File: config.mk
export PLATFORM = sky130hd
export DESIGN_NAME = regbank_ctrl
export DESIGN_NICKNAME = d
export VERILOG_FILES = /design/src/rtl/arm_pkg.sv /design/src/rtl/reg_map.sv /design/src/rtl/regbank_ctrl.sv
export SDC_FILE = /design/constraint.sdc
export NUM_CORES = 1
export LEC_CHECK = 0
export CORE_MARGIN = 2
export CORE_UTILIZATION = 49
export DETAILED_ROUTE_END_ITERATION = 10
export GPL_TIMING_DRIVEN = 0
export PLACE_DENSITY_LB_ADDON = 0.3
export SYNTH_ARGS = -nofsm -noshare
export SYNTH_HDL_FRONTEND = slang
export SYNTH_SLANG_ARGS = --single-unit
File: constraint.sdc
create_clock -name clk -period 15.4 [get_ports clk]
set_input_delay 3.08 -clock clk [delete_from_list [all_inputs] [get_ports clk]]
set_output_delay 3.08 -clock clk [all_outputs]
set_load 0.02 [all_outputs]
File: src/rtl/arm_pkg.sv
// Shared ARM register-bank definitions: mode encodings, controller states and
// physical index bases for the banked registers.
package arm_pkg;
    localparam logic [4:0] MODE_USR = 5'b10000;
    localparam logic [4:0] MODE_FIQ = 5'b10001;
    localparam logic [4:0] MODE_IRQ = 5'b10010;
    localparam logic [4:0] MODE_SVC = 5'b10011;
    localparam logic [4:0] MODE_ABT = 5'b10111;
    localparam logic [4:0] MODE_UND = 5'b11011;
    localparam logic [4:0] MODE_SYS = 5'b11111;

    localparam int FIQ_BASE = 16;
    localparam int SVC_BASE = 23;
    localparam int ABT_BASE = 25;
    localparam int IRQ_BASE = 27;
    localparam int UND_BASE = 29;

    typedef enum logic [2:0] {
        ST_IDLE,
        ST_PCWR,
        ST_WR,
        ST_RD,
        ST_RCAP,
        ST_RESP
    } state_t;
endpackage

File: src/rtl/reg_map.sv
// Combinational logical-to-physical register index map for the current mode.
// SPSR slots (31-36) are never produced.
module reg_map
    import arm_pkg::*;
#(
    parameter int PW = 6
) (
    input  logic [4:0]    mode,
    input  logic [3:0]    lreg,
    output logic [PW-1:0] pidx
);
    function automatic logic [PW-1:0] banked(input logic [3:0] r, input int base);
        return (r == 4'd13 || r == 4'd14) ? PW'(base) + PW'(r - 4'd13) : PW'(r);
    endfunction

    always_comb begin
        pidx = PW'(lreg);
        case (mode)
            MODE_FIQ: if (lreg >= 4'd8 && lreg != 4'd15) pidx = PW'(FIQ_BASE) + PW'(lreg - 4'd8);
            MODE_SVC: pidx = banked(lreg, SVC_BASE);
            MODE_ABT: pidx = banked(lreg, ABT_BASE);
            MODE_IRQ: pidx = banked(lreg, IRQ_BASE);
            MODE_UND: pidx = banked(lreg, UND_BASE);
            default:  pidx = PW'(lreg);
        endcase
    end
endmodule

File: src/rtl/regbank_ctrl.sv
// Register-bank port owner: arbitrates PC redirect, ALU/MEM writeback and decode
// reads, maps logical registers by mode and sequences one bank operation per grant.
module regbank_ctrl
    import arm_pkg::*;
#(
    parameter int DW = 32,
    parameter int PW = 6
) (
    input  logic          clk,
    input  logic          rst,
    input  logic [4:0]    mode,
    input  logic          rd_valid_i,
    output logic          rd_ready_o,
    input  logic [3:0]    rd_reg1,
    input  logic [3:0]    rd_reg2,
    output logic          rd_valid_o,
    input  logic          rd_ready_i,
    output logic [DW-1:0] rd_data1,
    output logic [DW-1:0] rd_data2,
    input  logic          alu_wb_valid,
    output logic          alu_wb_ready,
    input  logic [3:0]    alu_wb_reg,
    input  logic [DW-1:0] alu_wb_data,
    input  logic          mem_wb_valid,
    output logic          mem_wb_ready,
    input  logic [3:0]    mem_wb_reg,
    input  logic [DW-1:0] mem_wb_data,
    input  logic          pc_valid,
    input  logic [DW-1:0] pc_data,
    output logic [PW-1:0] bank_addr1,
    output logic [PW-1:0] bank_addr2,
    output logic          bank_we,
    output logic [DW-1:0] bank_wdata,
    output logic          bank_pc_we,
    output logic [DW-1:0] bank_pc_wdata,
    input  logic [DW-1:0] bank_rdata1,
    input  logic [DW-1:0] bank_rdata2
);
    state_t        state, state_nx;
    logic [4:0]    mode_q;
    logic [3:0]    r1_q, r2_q, wreg_q;
    logic [DW-1:0] wdata_q, pc_q;
    logic          pc_pend, gnt_mem_q, last_mem;
    logic [PW-1:0] map1, map2, mapw;
    logic          pc_req, wb_req, pick_mem, eval, resp_hold;

    reg_map #(.PW(PW)) u_map_rd1 (.mode(mode_q), .lreg(r1_q),   .pidx(map1));
    reg_map #(.PW(PW)) u_map_rd2 (.mode(mode_q), .lreg(r2_q),   .pidx(map2));
    reg_map #(.PW(PW)) u_map_wr  (.mode(mode_q), .lreg(wreg_q), .pidx(mapw));

    // A redirect that arrives while busy is parked so it is never lost.
    assign pc_req    = pc_valid | pc_pend;
    assign wb_req    = alu_wb_valid | mem_wb_valid;
    assign pick_mem  = mem_wb_valid & (~alu_wb_valid | ~last_mem);
    assign eval      = (state == ST_IDLE) | ((state == ST_RESP) & ~rd_ready_i);
    assign resp_hold = rd_valid_o & ~rd_ready_i;

    always_ff @(posedge clk or posedge rst) begin
        if (rst) begin
            state      <= ST_IDLE;
            mode_q     <= '0;
            r1_q       <= '0;
            r2_q       <= '0;
            wreg_q     <= '0;
            wdata_q    <= '0;
            pc_q       <= '0;
            pc_pend    <= 1'b0;
            gnt_mem_q  <= 1'b0;
            last_mem   <= 1'b0;
            rd_valid_o <= 1'b0;
            rd_data1   <= '0;
            rd_data2   <= '0;
        end else begin
            state <= state_nx;
            if (eval && pc_req) pc_pend <= 1'b0;
            else if (pc_valid) begin
                pc_pend <= 1'b1;
                pc_q    <= pc_data;
            end
            if (eval) begin
                mode_q <= mode;
                if (pc_req) wdata_q <= pc_valid ? pc_data : pc_q;
                else if (wb_req) begin
                    gnt_mem_q <= pick_mem;
                    last_mem  <= pick_mem;
                    wreg_q    <= pick_mem ? mem_wb_reg : alu_wb_reg;
                    wdata_q   <= pick_mem ? mem_wb_data : alu_wb_data;
                end else begin
                    r1_q <= rd_reg1;
                    r2_q <= rd_reg2;
                end
            end
            if (state == ST_RCAP) begin
                rd_data1   <= bank_rdata1;
                rd_data2   <= bank_rdata2;
                rd_valid_o <= 1'b1;
            end else if (rd_valid_o && rd_ready_i) rd_valid_o <= 1'b0;
        end
    end

    // Outputs decode from the state register only, so reset clears them at once.
    always_comb begin
        state_nx      = state;
        bank_addr1    = '0;
        bank_addr2    = '0;
        bank_we       = 1'b0;
        bank_wdata    = '0;
        bank_pc_we    = 1'b0;
        bank_pc_wdata = '0;
        rd_ready_o    = 1'b0;
        alu_wb_ready  = 1'b0;
        mem_wb_ready  = 1'b0;
        case (state)
            ST_IDLE, ST_RESP: begin
                if (state == ST_RESP && rd_ready_i) state_nx = ST_IDLE;
                else if (pc_req)                    state_nx = ST_PCWR;
                else if (wb_req)                    state_nx = ST_WR;
                else if (state == ST_IDLE && rd_valid_i) state_nx = ST_RD;
            end
            ST_PCWR: begin
                bank_pc_we    = 1'b1;
                bank_pc_wdata = wdata_q;
                state_nx      = resp_hold ? ST_RESP : ST_IDLE;
            end
            ST_WR: begin
                bank_addr1 = mapw;
                if (wreg_q == 4'd15) begin
                    bank_pc_we    = 1'b1;
                    bank_pc_wdata = wdata_q;
                end else begin
                    bank_we    = 1'b1;
                    bank_wdata = wdata_q;
                end
                mem_wb_ready = gnt_mem_q;
                alu_wb_ready = ~gnt_mem_q;
                state_nx     = resp_hold ? ST_RESP : ST_IDLE;
            end
            ST_RD: begin
                bank_addr1 = map1;
                bank_addr2 = map2;
                rd_ready_o = 1'b1;
                state_nx   = ST_RCAP;
            end
            ST_RCAP: state_nx = ST_RESP;
            default: state_nx = ST_IDLE;
        endcase
    end
endmodule

Fig. 1: run 1, clock routing
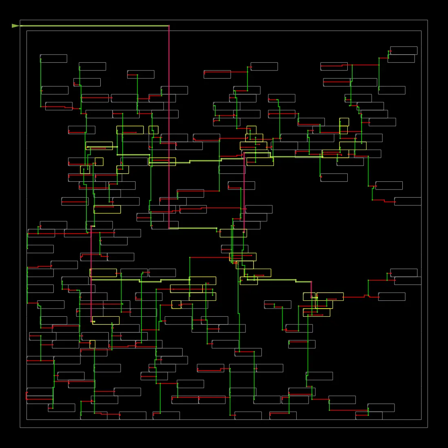
largest clock skew in the final design: 0.0149 ns
clock tree sinks: 151

Fig. 2: run 1, clock wires, drivers and flops
The bar under the picture is 50 um long.
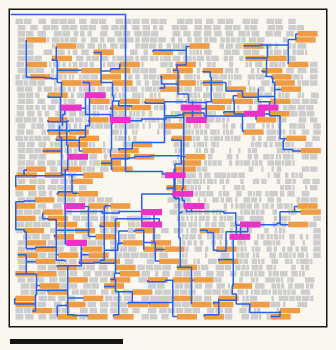
flip-flops -> orange  # count 151
clock wires -> blue  # length 2090 um
cells driving clock nets -> magenta  # count 17
routed clock nets = 18
Clk Latency, worst-skew pair: 0.43 ns
power dissipated in the clock network: 429 uW
clock network power share: 0.154

Fig. 3: run 1, cell sizes after repair
The bar under the picture is 50 um long.
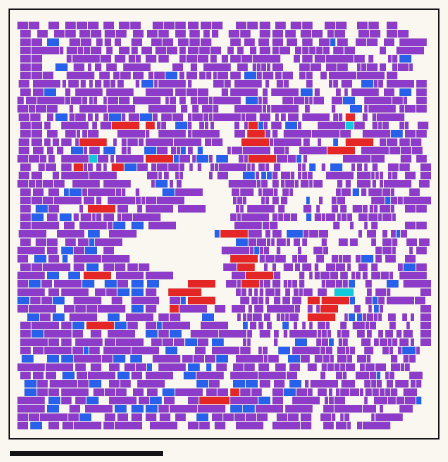
drive 1 or less -> purple  # cells 1125
drive 2 -> blue  # cells 141
drive 6 and up -> red  # cells 31
drive 3 to 4 -> cyan  # cells 3

==> results_tabular.tex, run 1 <==
% Auto-generated results table
\begin{tabular}{lr}
\hline
Metric & Value \\
\hline
\multicolumn{2}{l}{\textbf{Cells and area}} \\
\quad Filler instances & 1338 \\
\quad Layout cells sized above 1 & 0.135 \\
\quad Storage cell area & 3780 um\^{}2 \\
\quad Combinational gate area & 4880 um\^{}2 \\
\quad Synthesis-to-finish area growth & 47.1\% \\
\quad Dominant logic cell type in the layout & sky130\_fd\_sc\_hd\_\_clkdlybuf4s50\_1 \\
\quad Post-route core utilization & 0.736 \\
\quad Top library cells by usage in the layout, fill and taps aside & 332 x sky130\_fd\_sc\_hd\_\_clkdlybuf4s50\_1, 151 x sky130\_fd\_sc\_hd\_\_dfrtp\_1, 103 x sky130\_fd\_sc\_hd\_\_mux2\_2 \\
\multicolumn{2}{l}{\textbf{Clock network}} \\
\quad Reg clk slew, reported paths & 0.07 ns \\
\quad CTS tree & yes \\
\quad Number of clock buffers inserted by TritonCTS & 17 \\
\quad Gates resized, CTS repair & 0 \\
\quad CTS HTree Levels & 4 \\
\quad Buffers inserted during post-CTS setup optimization & 0 \\
\quad Root Buffer Master & sky130\_fd\_sc\_hd\_\_clkbuf\_16 \\
\multicolumn{2}{l}{\textbf{Die}} \\
\quad I/O pin total & 334 \\
\quad Placeable core area & 18000 um\^{}2 \\
\quad Starting density of the core & 0.501 \\
\quad Chip footprint & 19500 um\^{}2 \\
\quad Die width & 140 um \\
\multicolumn{2}{l}{\textbf{Power}} \\
\quad Switch share & 0.439 \\
\quad Peak VDD IR & 0.125 mV \\
\quad Sw Pwr & 1.22 mW \\
\quad Cell-internal power & 1.56 mW \\
\quad Sequential Power & 750 uW \\
\quad Combinational group share of total power & 0.577 \\
\quad Highest-power group & combinational logic \\
\quad Power attributed to combinational cells & 1.61 mW \\
\quad Pwr per Cell Area & 210 nW/um\^{}2 \\
\quad Lkg Pwr & 5.39 nW \\
\quad Sequential share of power & 0.269 \\
\multicolumn{2}{l}{\textbf{STA}} \\
\quad Min Tclk post-route & 6.97 ns \\
\quad Aggregate negative setup slack & 0 ns \\
\quad RSZ-0062 raised after global routing & no \\
\quad Worst hold margin & 0.506 ns \\
\quad FMAX & 143 MHz \\
\quad Worst slew slack as a fraction of its limit & 0.463 \\
\quad Final hold viol count & 0 \\
\quad Final setup violation count & 0 \\
\quad Slew Limit Fails & 0 \\
\quad Tightest Pin Transition & 0.805 ns \\
\multicolumn{2}{l}{\textbf{Hold path}} \\
\quad Tightest Hold Check Type & register to register \\
\multicolumn{2}{l}{\textbf{Yosys}} \\
\quad Summed instance area of the synthesized netlist & 9020 um\^{}2 \\
\quad Async SR Flop Fraction & 1.00 \\
\quad Sequential share of the synthesized area & 0.419 \\
\quad Post-synthesis sequential element count & 151 \\
\quad Synthesized area per cell & 9.65 um\^{}2 \\
\quad Number of flops mapped to enable cells by yosys & 0 \\
\quad Post-Synthesis Net Count & 1141 \\
\quad Yosys chip area & 9020 um\^{}2 \\
\multicolumn{2}{l}{\textbf{Route}} \\
\quad Wire length reported by the detailed router & 29600 um \\
\quad Starting DRT DRC Count & 562 \\
\quad Routed WL per cell & 19.4 um \\
\quad Drt via density & 5.61 \\
\quad Count of vias placed by the detailed router & 8581 \\
\quad Pre-antenna DRT Iters & 7 \\
\multicolumn{2}{l}{\textbf{Critical path}} \\
\quad Slowest cell on the critical path & sky130\_fd\_sc\_hd\_\_clkdlybuf4s50\_1 \\
\quad CP max FO & 10 \\
\quad Worst path bufs/invs & 4 \\
\quad Top Family by Delay on Critical Path & buffers and inverters \\
\quad Crit path capture type & output pin \\
\quad Worst EP required & 12.32 ns \\
\quad Cells traversed along the worst timing path & buf\_2 -> inv\_1 -> ha\_1 -> clkbuf\_1 -> nand2b\_1 -> a211o\_1 -> a31oi\_1 -> a221oi\_1 -> o41ai\_1 -> clkdlybuf4s50\_1 \\
\quad Worst setup path class & register to output pin \\
\quad Startpoint Class & register \\
\quad Largest stage delay on the critical path & 0.72 ns \\
\quad Arrival time of the worst setup path & 3.89 ns \\
\multicolumn{2}{l}{\textbf{Global route}} \\
\quad Pin count of the biggest net entering global routing & 86 \\
\quad GR Util All Layers & 0.301 \\
\quad Wire length of the first global-routing pass & 46700 um \\
\quad Vias in the first global route & 8552 \\
\quad Initial antenna violation count & 0 \\
\multicolumn{2}{l}{\textbf{Flow run}} \\
\quad Tool warnings & 38 \\
\multicolumn{2}{l}{\textbf{Placed design}} \\
\quad Input/output buffers & 332 \\
\quad Final estimated routing congestion in global placement & 0.906 \\
\multicolumn{2}{l}{\textbf{Status}} \\
\quad Run status & finished, final reports clean \\
\hline
\end{tabular}
[run 1: registers in the layout, indices dropped and copies added, names as in the netlist]
name        flops
rd_data2       32
last_mem        1
pc_pend         1
wdata_q        32
mode_q          5
r2_q            4
state           3
pc_q           32
wreg_q          4
rd_data1       32
r1_q            4
rd_valid_o      1
[run 1: logic make-up after synthesis]
kind of cell               count (synthesis)  share of synthesized area
adders and majority gates                 19                     0.0261
buffers and inverters                     87                     0.0399
muxes                                    172                      0.205
AOI/OAI and AO/OA                        205                      0.137
and+or+nand+nor                          285                      0.157
DFF                                      151                      0.419
xor gates and xnor gates                  16                     0.0155
[run 1: synth_stat cells, drive strengths merged (4+ instances only)]
cell type,instances,area [um^2]
dfrtp,151,3780
mux2,103,1160
nor2,83,317
a21oi,75,375
nand2,71,267
and2,70,438
mux2i,69,691
o21ai,62,310
clkbuf,39,146
buf,32,154
ha,18,225
inv,16,60.1
nand2b,12,75.1
xnor2,12,105
nand3,8,52.6
or2,8,50.1
o211ai,7,52.6
a31oi,6,37.5
nor2b,6,37.5
o22ai,6,37.5
a221oi,5,43.8
nor3,5,25.0
o31ai,5,42.5
o32ai,5,43.8
or3,5,31.3
nor4,4,25.0
xor2,4,35.0
[run 1: final cells by class]
class,count,share of cell area
multi-input combinational,697,0.368
sequential,151,0.285
timing repair buffer,333,0.252
clock buffer,17,0.0321
buffer,71,0.0226
tap,229,0.0216
clock inverter,15,0.0137
inverter,16,0.00490
[run 1: stage by stage]
stage | std cells | setup slack, ns | cell area [um^2]
final | 1529 | 8.43 | 13300
after global routing | 1529 | 8.27 | 13300
after CTS | 1529 | 8.57 | 13300
after detailed placement | 1497 | 9.06 | 12700
after global placement | 1496 | 6.05 | 12600
after floorplan | 935 | 8.26 | 9020
[run 1: worst reg2reg max path: stages (launching register included)]
cell                      delay, ns
sky130_fd_sc_hd__dfrtp_1       0.40
sky130_fd_sc_hd__or2_1         0.24
sky130_fd_sc_hd__a21oi_1       0.16
sky130_fd_sc_hd__buf_2         0.28
sky130_fd_sc_hd__nor2b_1       0.16
sky130_fd_sc_hd__buf_2         0.24
sky130_fd_sc_hd__buf_1         0.47
sky130_fd_sc_hd__nor2_1        0.09
sky130_fd_sc_hd__a21oi_1       0.13
[run 1: layer usage]
layer  part of all wire  GRT usage
met1               0.39      0.378
met2               0.49      0.502
met3              0.084     0.0836
met4              0.028     0.0995
met5                  0          0
[run 1: worst paths after layout]
kind | cells past startpoint | endpoint | slack [ns] | from
setup / recovery | 10 | bank_addr1[5] | 8.43 | r1_q[0]$_DFFE_PP0P_
hold / removal | 1 | rd_data2[23]$_DFFE_PP0P_ | 0.51 | rd_data2[23]$_DFFE_PP0P_
setup reg to reg | 8 | wdata_q[12]$_DFFE_PP0P_ | 13.16 | state[2]$_DFFE_PP0P_
hold reg to reg | 1 | rd_data2[23]$_DFFE_PP0P_ | 0.51 | rd_data2[23]$_DFFE_PP0P_
max in group asynchronous | 3 | wdata_q[23]$_DFFE_PP0P_ | 11.43 | rst
min in group asynchronous | 2 | rd_data2[16]$_DFFE_PP0P_ | 3.13 | rst
## Run 2: what changed since run 1
- CORE_UTILIZATION: 49 -> 45
- clock period: 15.4 -> 6.7 ns (I/O delays scaled with it)
Fig. 4: run 2, cell sizes after repair
The bar under the picture is 50 um long.
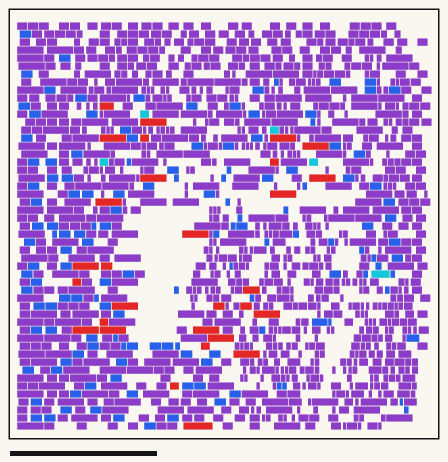
final critical-path setup slack: 1.54 ns
synthesis-to-finish area growth: 47.2%
number of non-clock buffers: 404

==> run 2 against run 1 <==
  * Clock skew down 0.0035 ns
  * Critical path depth unchanged
  * Wire length down 0.77%
  * Clock power up 120%
  * Via count down 0.71%
  * Largest cell class unchanged
  * Highest routed layer unchanged
==> results_tabular.tex, run 2 <==
% Auto-generated results table
\begin{tabular}{lr}
\hline
Metric & Value \\
\hline
\multicolumn{2}{l}{\textbf{Critical path}} \\
\quad CP max FO & 10 \\
\quad Worst setup path class & register to output pin \\
\quad Worst path bufs/invs & 4 \\
\quad Crit path capture type & output pin \\
\quad Largest stage delay on the critical path & 0.65 ns \\
\quad Worst EP required & 5.36 ns \\
\quad Arrival time of the worst setup path & 3.82 ns \\
\quad Slowest cell on the critical path & sky130\_fd\_sc\_hd\_\_clkdlybuf4s50\_1 \\
\quad Top Family by Delay on Critical Path & buffers and inverters \\
\multicolumn{2}{l}{\textbf{STA}} \\
\quad FMAX & 194 MHz \\
\quad Worst slew slack as a fraction of its limit & 0.437 \\
\quad Final setup violation count & 0 \\
\quad Slew Limit Fails & 0 \\
\quad RSZ-0062 raised after global routing & no \\
\quad Min Tclk post-route & 5.16 ns \\
\multicolumn{2}{l}{\textbf{Status}} \\
\quad Run status & finished, final reports clean \\
\multicolumn{2}{l}{\textbf{Clock network}} \\
\quad CTS tree & yes \\
\quad CTS HTree Levels & 4 \\
\quad Gates resized, CTS repair & 0 \\
\quad Clk Latency, worst-skew pair & 0.43 ns \\
\quad Buffers inserted during post-CTS setup optimization & 0 \\
\multicolumn{2}{l}{\textbf{Yosys}} \\
\quad Post-Synthesis Net Count & 1141 \\
\quad Yosys chip area & 9020 um\^{}2 \\
\quad Number of flops mapped to enable cells by yosys & 0 \\
\quad Summed instance area of the synthesized netlist & 9020 um\^{}2 \\
\quad Post-synthesis sequential element count & 151 \\
\quad Top-count cell post-synth & sky130\_fd\_sc\_hd\_\_dfrtp\_1 \\
\quad Commonest cells in the netlist & 151 x sky130\_fd\_sc\_hd\_\_dfrtp\_1, 103 x sky130\_fd\_sc\_hd\_\_mux2\_2, 81 x sky130\_fd\_sc\_hd\_\_nor2\_1 \\
\quad Cell type with the largest total area after synthesis & sky130\_fd\_sc\_hd\_\_dfrtp\_1 \\
\multicolumn{2}{l}{\textbf{Global route}} \\
\quad Wire length of the first global-routing pass & 46100 um \\
\quad Met1 track demand over resource & 0.336 \\
\quad Met3 Resource Use GR & 0.0743 \\
\quad Pin count of the biggest net entering global routing & 79 \\
\quad Busiest metal layer after global routing & met2 \\
\quad Global-route track usage on met2 & 0.466 \\
\quad GR Util All Layers & 0.273 \\
\multicolumn{2}{l}{\textbf{Placed design}} \\
\quad Placed instance count & 1533 \\
\quad Final estimated routing congestion in global placement & 0.935 \\
\quad Input/output buffers & 332 \\
\multicolumn{2}{l}{\textbf{Die}} \\
\quad I/O pin total & 334 \\
\multicolumn{2}{l}{\textbf{Power}} \\
\quad Pwr per Cell Area & 477 nW/um\^{}2 \\
\quad Sequential share of power & 0.272 \\
\multicolumn{2}{l}{\textbf{Route}} \\
\quad Pre-antenna DRT Iters & 5 \\
\quad Count of vias placed by the detailed router & 8520 \\
\multicolumn{2}{l}{\textbf{Cells and area}} \\
\quad Post-Layout Cell Count & 1565 \\
\quad Final cell area excluding filler cells & 13300 um\^{}2 \\
\hline
\end{tabular}
[run 2: worst paths after layout]
kind                       slack, ns  cells after the start                        to            startpoint
min in group asynchronous       1.41                      2  rd_data1[16]$_DFFE_PP0P_                   rst
max in group asynchronous       4.47                      3     wreg_q[3]$_DFFE_PP0P_                   rst
min reg2reg                     0.51                      1      pc_q[31]$_DFFE_PP0N_  pc_q[31]$_DFFE_PP0N_
max                             1.54                     10             bank_addr1[4]   r1_q[0]$_DFFE_PP0P_
min                             0.51                      1      pc_q[31]$_DFFE_PP0N_  pc_q[31]$_DFFE_PP0N_
max reg2reg                     4.48                      8    wdata_q[3]$_DFFE_PP0P_  state[2]$_DFFE_PP0P_
[run 2: through the flow]
step	TNS, ns	worst slack (ns)
after floorplan	0	1.30
after global placement	-143.81	-0.964
after detailed placement	0	2.07
after CTS	0	1.59
after global routing	0	1.43
final	0	1.54
[run 2: final cells by class]
cell class              count  share of cell area
clock inverters            14              0.0101
repair buffers            333               0.252
clock buffers              18              0.0331
plain buffers              71              0.0226
multi-input cells         697               0.368
well taps                 265              0.0250
inverters                  16             0.00490
flip-flops and latches    151               0.284
[run 2: kinds of logic (layout without fill, tap and decap cells)]
kind of cell	Yosys count	after routing	share of synthesized area
AND/OR/NAND/NOR	285	285	0.157
XOR/XNOR	16	16	0.0155
adder cells (fa/ha/maj)	19	19	0.0261
flip-flops	151	151	0.419
multiplexers	172	172	0.205
buffers and inverters	87	452	0.0399
AND-OR/OR-AND	205	205	0.137
[run 2: per-layer routing]
metal,vias to the layer above,share of wire
li1,3995,-
met1,4092,0.40
met2,378,0.50
met3,55,0.071
met4,0,0.029
met5,-,0
[run 2: power by group through the flow]
stage / registers (mW) / logic (mW) / clock network (mW)
finish: 1.72 / 3.67 / 0.939
global route: 1.78 / 3.96 / 0.994
CTS: 1.72 / 3.67 / 0.953
detailed placement: 1.73 / 3.65 / 0
global placement: 1.71 / 3.59 / 0
floorplan: 1.88 / 2.07 / 0
Power figures rest on the tool's default switching activity, not on a simulated workload.
